## src/rtl/column_buffer_writer.sv

```systemverilog
// Producer side of the double-buffered column wall RAM: accepts one ray per column,
// divides the projection constant by distance, and writes the packed word to the back bank.
//
// state | meaning
// ------+----------------------------------------------------------
// IDLE  | waiting for a ray; also where a pending bank swap is taken
// DIV   | 16-cycle restoring divide HEIGHT_K / dist
// CLAMP | clamp quotient to MAX_HALF and launch the RAM write
// WRITE | wr_en high for this single cycle
module column_buffer_writer #(
  parameter int          NUM_COLS = 640,
  parameter logic [15:0] HEIGHT_K = 16'd15360,
  parameter logic [7:0]  MAX_HALF = 8'd240
) (
  input  logic        Clk,
  input  logic        Reset,
  input  logic        ray_valid,
  output logic        ray_ready,
  input  logic [9:0]  ray_col,
  input  logic [15:0] ray_dist,
  input  logic        ray_goal,
  input  logic [2:0]  ray_color,
  input  logic        frame_start,
  output logic        wr_en,
  output logic [10:0] wr_addr,
  output logic [11:0] wr_data,
  output logic        rd_bank,
  output logic [9:0]  col_count,
  output logic        err
);

  typedef enum logic [1:0] {IDLE, DIV, CLAMP, WRITE} state_t;

  localparam logic [10:0] NUM_COLS_W = 11'(NUM_COLS);

  state_t      state;
  logic [9:0]  col_q;
  logic [15:0] dist_q;
  logic        goal_q;
  logic [2:0]  color_q;
  logic [15:0] rem_q;
  logic [15:0] quo_q;
  logic [3:0]  iter_cnt;
  logic        swap_pend;
  logic        init_done;

  logic        accept;
  logic [16:0] shifted_c;
  logic        fits_c;
  logic [15:0] diff_c;
  logic [7:0]  half_c;

  // Held low for the first cycle after reset so nothing is accepted during reset.
  assign ray_ready = (state == IDLE) && !swap_pend && init_done;
  assign accept    = ray_valid && ray_ready;

  // The remainder is always below dist, so the 16-bit difference is exact.
  always_comb begin
    shifted_c = {rem_q, quo_q[15]};
    fits_c    = shifted_c >= {1'b0, dist_q};
    diff_c    = shifted_c[15:0] - dist_q;
    half_c    = quo_q[7:0];
    if (quo_q > {8'd0, MAX_HALF})
      half_c = MAX_HALF;
  end

  always_ff @(posedge Clk or posedge Reset) begin
    if (Reset) begin
      state     <= IDLE;
      col_q     <= '0;
      dist_q    <= '0;
      goal_q    <= 1'b0;
      color_q   <= '0;
      rem_q     <= '0;
      quo_q     <= '0;
      iter_cnt  <= '0;
      swap_pend <= 1'b0;
      init_done <= 1'b0;
      wr_en     <= 1'b0;
      wr_addr   <= '0;
      wr_data   <= '0;
      rd_bank   <= 1'b0;
      col_count <= '0;
      err       <= 1'b0;
    end else begin
      init_done <= 1'b1;

      // A pulse arriving on the swap edge itself is absorbed by that swap.
      if (state == IDLE && swap_pend) begin
        rd_bank   <= ~rd_bank;
        col_count <= '0;
        swap_pend <= 1'b0;
      end else if (frame_start) begin
        swap_pend <= 1'b1;
      end

      unique case (state)
        IDLE: begin
          wr_en <= 1'b0;
          if (accept) begin
            col_q   <= ray_col;
            dist_q  <= ray_dist;
            goal_q  <= ray_goal;
            color_q <= ray_color;
            if ({1'b0, ray_col} >= NUM_COLS_W) begin
              err <= 1'b1;
            end else if (ray_dist == 16'd0) begin
              quo_q <= 16'hFFFF;
              state <= CLAMP;
            end else begin
              rem_q    <= '0;
              quo_q    <= HEIGHT_K;
              iter_cnt <= 4'd15;
              state    <= DIV;
            end
          end
        end
        DIV: begin
          rem_q <= fits_c ? diff_c : shifted_c[15:0];
          quo_q <= {quo_q[14:0], fits_c};
          if (iter_cnt == 4'd0)
            state <= CLAMP;
          else
            iter_cnt <= iter_cnt - 4'd1;
        end
        CLAMP: begin
          wr_en   <= 1'b1;
          wr_addr <= {~rd_bank, col_q};
          wr_data <= {color_q, goal_q, half_c};
          if (col_count != 10'h3FF)
            col_count <= col_count + 10'd1;
          state <= WRITE;
        end
        WRITE: begin
          wr_en <= 1'b0;
          state <= IDLE;
        end
        default: begin
          wr_en <= 1'b0;
          state <= IDLE;
        end
      endcase
    end
  end

endmodule

```

## config.mk

```make
export PLATFORM = sky130hd
export DESIGN_NAME = column_buffer_writer
export DESIGN_NICKNAME = d
export VERILOG_FILES = /design/src/rtl/column_buffer_writer.sv
export SDC_FILE = /design/constraint.sdc
export NUM_CORES = 1
export LEC_CHECK = 0
export ABC_AREA = 1
export CAP_MARGIN = 10
export CORE_ASPECT_RATIO = 1.2
export CORE_MARGIN = 2
export CORE_UTILIZATION = 57
export CTS_CLUSTER_DIAMETER = 150
export DETAILED_ROUTE_END_ITERATION = 8
export HOLD_SLACK_MARGIN = 0.1
export PLACE_DENSITY_LB_ADDON = 0.15
export REMOVE_ABC_BUFFERS = 1
export SYNTH_ARGS = -nofsm -noshare
export SYNTH_HDL_FRONTEND = slang
export SYNTH_SLANG_ARGS = --single-unit
```

## constraint.sdc

```tcl
create_clock -name Clk -period 4.29 [get_ports Clk]
set_input_delay 0.858 -clock Clk [delete_from_list [all_inputs] [get_ports Clk]]
set_output_delay 0.858 -clock Clk [all_outputs]
set_load 0.05 [all_outputs]
```

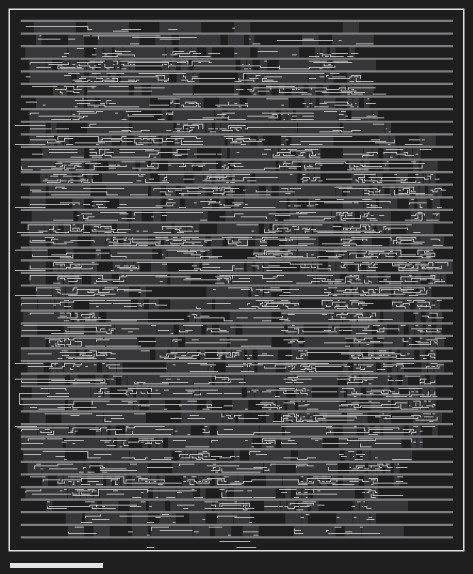
**Above:** run 1 (M1 wires).
Bar = 20 microns. Supply wires on this layer in grey.
wire length on this layer: 5,630 microns
longest straight run: 33.1 microns
main direction: horizontal
nets with wire on the layer: 842
total wirelength of the detailed-routed design: 13.7 mm
vias after detailed routing: 5,196
GR Layer Usage met1: 30.6%

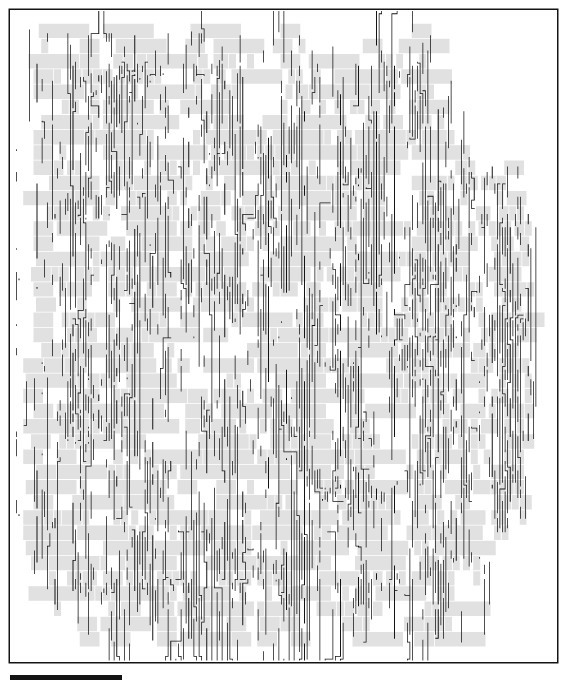
**Above:** run 1 (the metal 2 layer).
Bar = 20 microns.
share of all routed wire: 51%
main direction: vertical
longest straight run: 48.3 microns
wire length on this layer: 6,960 microns
nets with wire on the layer: 750

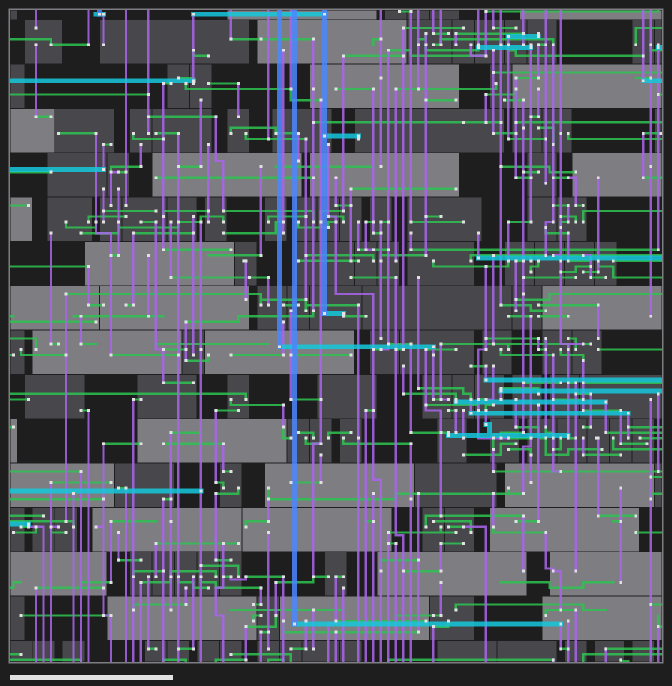
**Above:** run 1 (layout detail).
Bar = 10 microns. Window x 29 to 69, y 15 to 55 microns. Cells in grey, sequential cells in the stronger grey; small squares are vias.
| colour | layer |
|---|---|
| cyan | metal 3 |
| blue | metal 4 |
| purple | metal 2 |
| green | metal 1 |
most frequent: nand2_1 (39), dfrtp_1 (25), nand3_1 (16)
netlist names of flops here include: `rem_q` (7), `wr_addr` (6), `col_q` (5)
sequential cells in the window: 25
cells with their middle in the window: 117

==> results.txt, run 1 <==
Implementation numbers.

- The number of stages on the worst hold path is 2.
- The number of multi-input combinational cells in the layout is 539.
- The total of cells resized after clock tree synthesis reads 0.
- The antenna diode instance count is 0.
- The final routed wire length divided by cell count is 13.9 microns.
- The sequential cell area share reads 37.5%.
- The logic share of the area reads ~39%.
- The post-CTS hold buffer count recorded in the log is 0.
- The number of buffers inserted during clock tree synthesis is 9.
- The worst ir drop on vdd is approximately 0.39 mV.
- The sort of element at the start of the critical path reads a flop.
- In this build the clock could be raised as far as between 0.3 and 0.4 GHz.
- The number of enable-type register cells in the synthesized netlist is 0.
- For reference, the critical path cell chain is inv_1 > ha_1 > nand2_2 > nor2_4 > clkdlybuf4s50_1.
- The aggregate global routing overflow reads 0.
- The flow ran to the end, and the final reports show no timing, DRC or antenna violations.
- The routability congestion estimate is 0.877.
- In the synthesized netlist, the cells that appear most often are sky130_fd_sc_hd__nand2_1, sky130_fd_sc_hd__inv_1, sky130_fd_sc_hd__dfrtp_1, sky130_fd_sc_hd__nand3_1, sky130_fd_sc_hd__o21ai_0.
- The power report lists the clock group at 834 uW.
- Post-synthesis, Yosys gives the total cell area as roughly 6000 sq um.
- The number of optimization iterations in the first detailed-route pass is 4.
[run 1: final timing paths]
check / slack [ns] / startpoint / endpoint
worst max-delay path: 1.20 / state[1] / ray_ready
worst min-delay path: 0.47 / col_q[4] / wr_addr[4]
worst max register to register: 1.52 / state[1] / rem_q[5]
worst min register to register: 0.47 / col_q[4] / wr_addr[4]
max in group asynchronous: 2.45 / Reset / state[1]
min in group asynchronous: 1.03 / Reset / color_q[2]
[run 1: kinds of logic after synthesis]
family                     after synthesis  share of synthesized area (%)
AOI/OAI and AO/OA                       91                           8.37
xor gates and xnor gates                11                           1.60
adders and majority gates               23                           4.90
buffers and inverters                  147                           10.0
DFF                                    106                           44.0
other                                    1                         0.0623
and+or+nand+nor                        413                           31.0
**Run 1: cells by drive strength**

Bar = 20 microns.
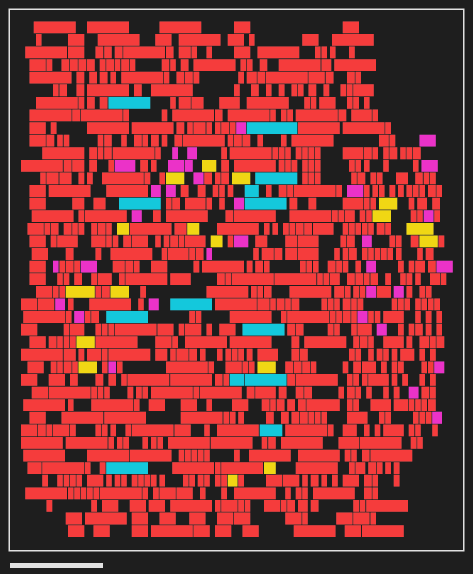

==> run 2, diff against run 1 <==
--- a/config.mk
+++ b/config.mk
@@ -9,7 +9,7 @@
 export CAP_MARGIN = 10
 export CORE_ASPECT_RATIO = 1.2
 export CORE_MARGIN = 2
-export CORE_UTILIZATION = 57
+export CORE_UTILIZATION = 51
 export CTS_CLUSTER_DIAMETER = 150
 export DETAILED_ROUTE_END_ITERATION = 8
 export HOLD_SLACK_MARGIN = 0.1
==> constraint.sdc (replaced) <==
create_clock -name Clk -period 2.61 [get_ports Clk]
set_input_delay 0.522 -clock Clk [delete_from_list [all_inputs] [get_ports Clk]]
set_output_delay 0.522 -clock Clk [all_outputs]
set_load 0.05 [all_outputs]
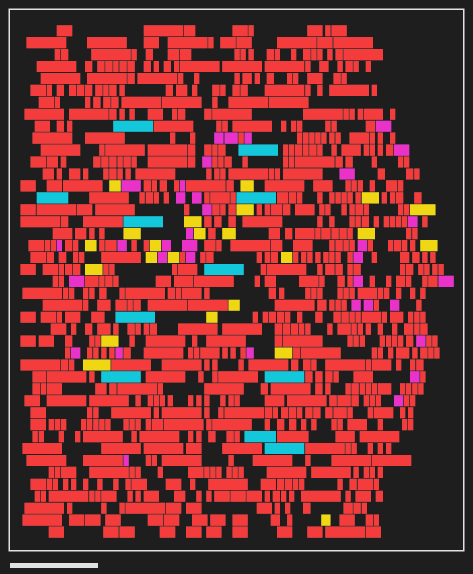
**Above:** run 2 (cells by drive strength).
Bar = 20 microns.
| colour | size | cells | share |
|---|---|---|---|
| cyan | _6 and larger | 11 | 1.3% |
| yellow | _3 and _4 cells | 23 | 2.7% |
| magenta | _2 cells | 35 | 4.0% |
| red | _0 and _1 cells | 796 | 92% |

==> run 2 against run 1 <==
Effect of this change: die area grew 11%; sequential power grew 65%; cell area grew 0.90%; critical endpoint is now col_count[8]; largest power group unchanged; highest routed layer unchanged.
==> results.txt, run 2 <==
Implementation numbers.

- Pins over their slew limit in the final report were tallied at 0.
- The logic share of the area was 38.7% (-0.35 points).
- The Yosys chip area is 6020 sq um (unchanged).
- The aggregate global routing overflow reads 0 (unchanged).
- The synthesized-area fraction occupied by xor and xnor cells is 1.60% (unchanged).
- The area fraction in mux cells was 0% (unchanged).
- The routability congestion estimate is 0.867 (-1.1%).
- Ranked by instance count, the synthesized netlist is headed by sky130_fd_sc_hd__nand2_1, sky130_fd_sc_hd__inv_1, sky130_fd_sc_hd__dfrtp_1, sky130_fd_sc_hd__nand3_1, sky130_fd_sc_hd__o21ai_0.
- The number of buffers inserted during clock tree synthesis is 9 (unchanged).
- The multi-input logic cell count is 539 (unchanged).
- The antenna diode instance count came to 0 (unchanged).
- The arithmetic-cell share of the synthesized area counting full adders, half adders and majority gates was 4.90% (unchanged).
- The number of enable-type register cells in the synthesized netlist reads 0 (unchanged).
- The final wirelength is 13.8 mm (+1.2%).
- The run finished with clean final reports.
- Per STA, the worst path is made up of clkdlybuf4s50_1.
- Among the non-sequential cells, simple AND/OR/NAND/NOR gates take the most area.
- The total via count after detailed routing was 5,192 (-0.077%).
- The sort of element at the start of the critical path is a flop.
- The share of synthesized cell area in and, or, nand and nor gates reads 31.0% (unchanged).
- The clock network power reads 1.23 mW (+47%).
- The number of optimization iterations in the first detailed-route pass reads 5 (+1).
- The worst ir drop on vdd is 0.667 mV (+71%).
- The top achievable clock speed reads 0.459 GHz.
- The share of synthesized cell area in and-or and or-and compound cells is 8.37% (unchanged).
- The number of hold buffers added after cts is 0 (unchanged).
- The sequential cell area share is 37.1% (-0.33 points).
- The final routed wire length divided by cell count came to 13.5 microns (-2.2%).
- The met3 layer usage reported by global route reads 3.84%.
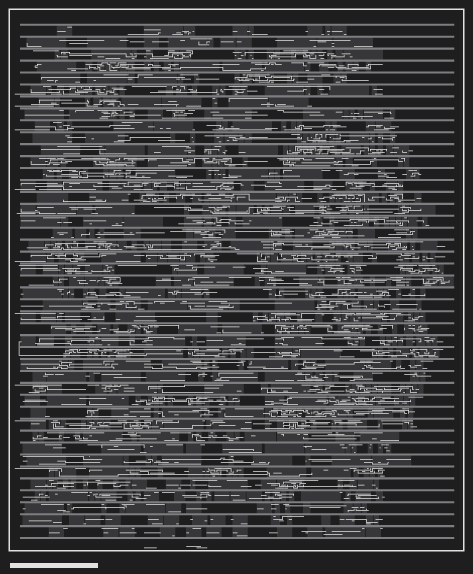
**Above:** run 2 (M1 wires).
Bar = 20 microns. Supply wires on this layer in grey.
wire length on this layer: 5,910 microns
longest straight run: 34.0 microns
share of all routed wire: 43%

[run 2: netlist changes by cell type in the layout (fill, tap and decap cells not counted), sizes merged]
cell           before  now
buf                 3   10
clkinv              2    5
inv               126  124
bufinv              1    0
clkdlybuf4s50      70   69
[run 2: worst paths after layout]
path / cells after the start / startpoint / endpoint / slack [ns]
worst max-delay path: 1 / col_count[8] / col_count[8] / 0.43
worst min-delay path: 2 / wr_addr[2] / wr_addr[2] / 0.48
worst max register to register: 11 / dist_q[8] / rem_q[5] / 0.45
worst min register to register: 2 / wr_addr[2] / wr_addr[2] / 0.48
max in group asynchronous: 3 / Reset / rem_q[11] / 1.49
min in group asynchronous: 2 / Reset / dist_q[4] / 0.54
Power and IR drop assume default switching activity.
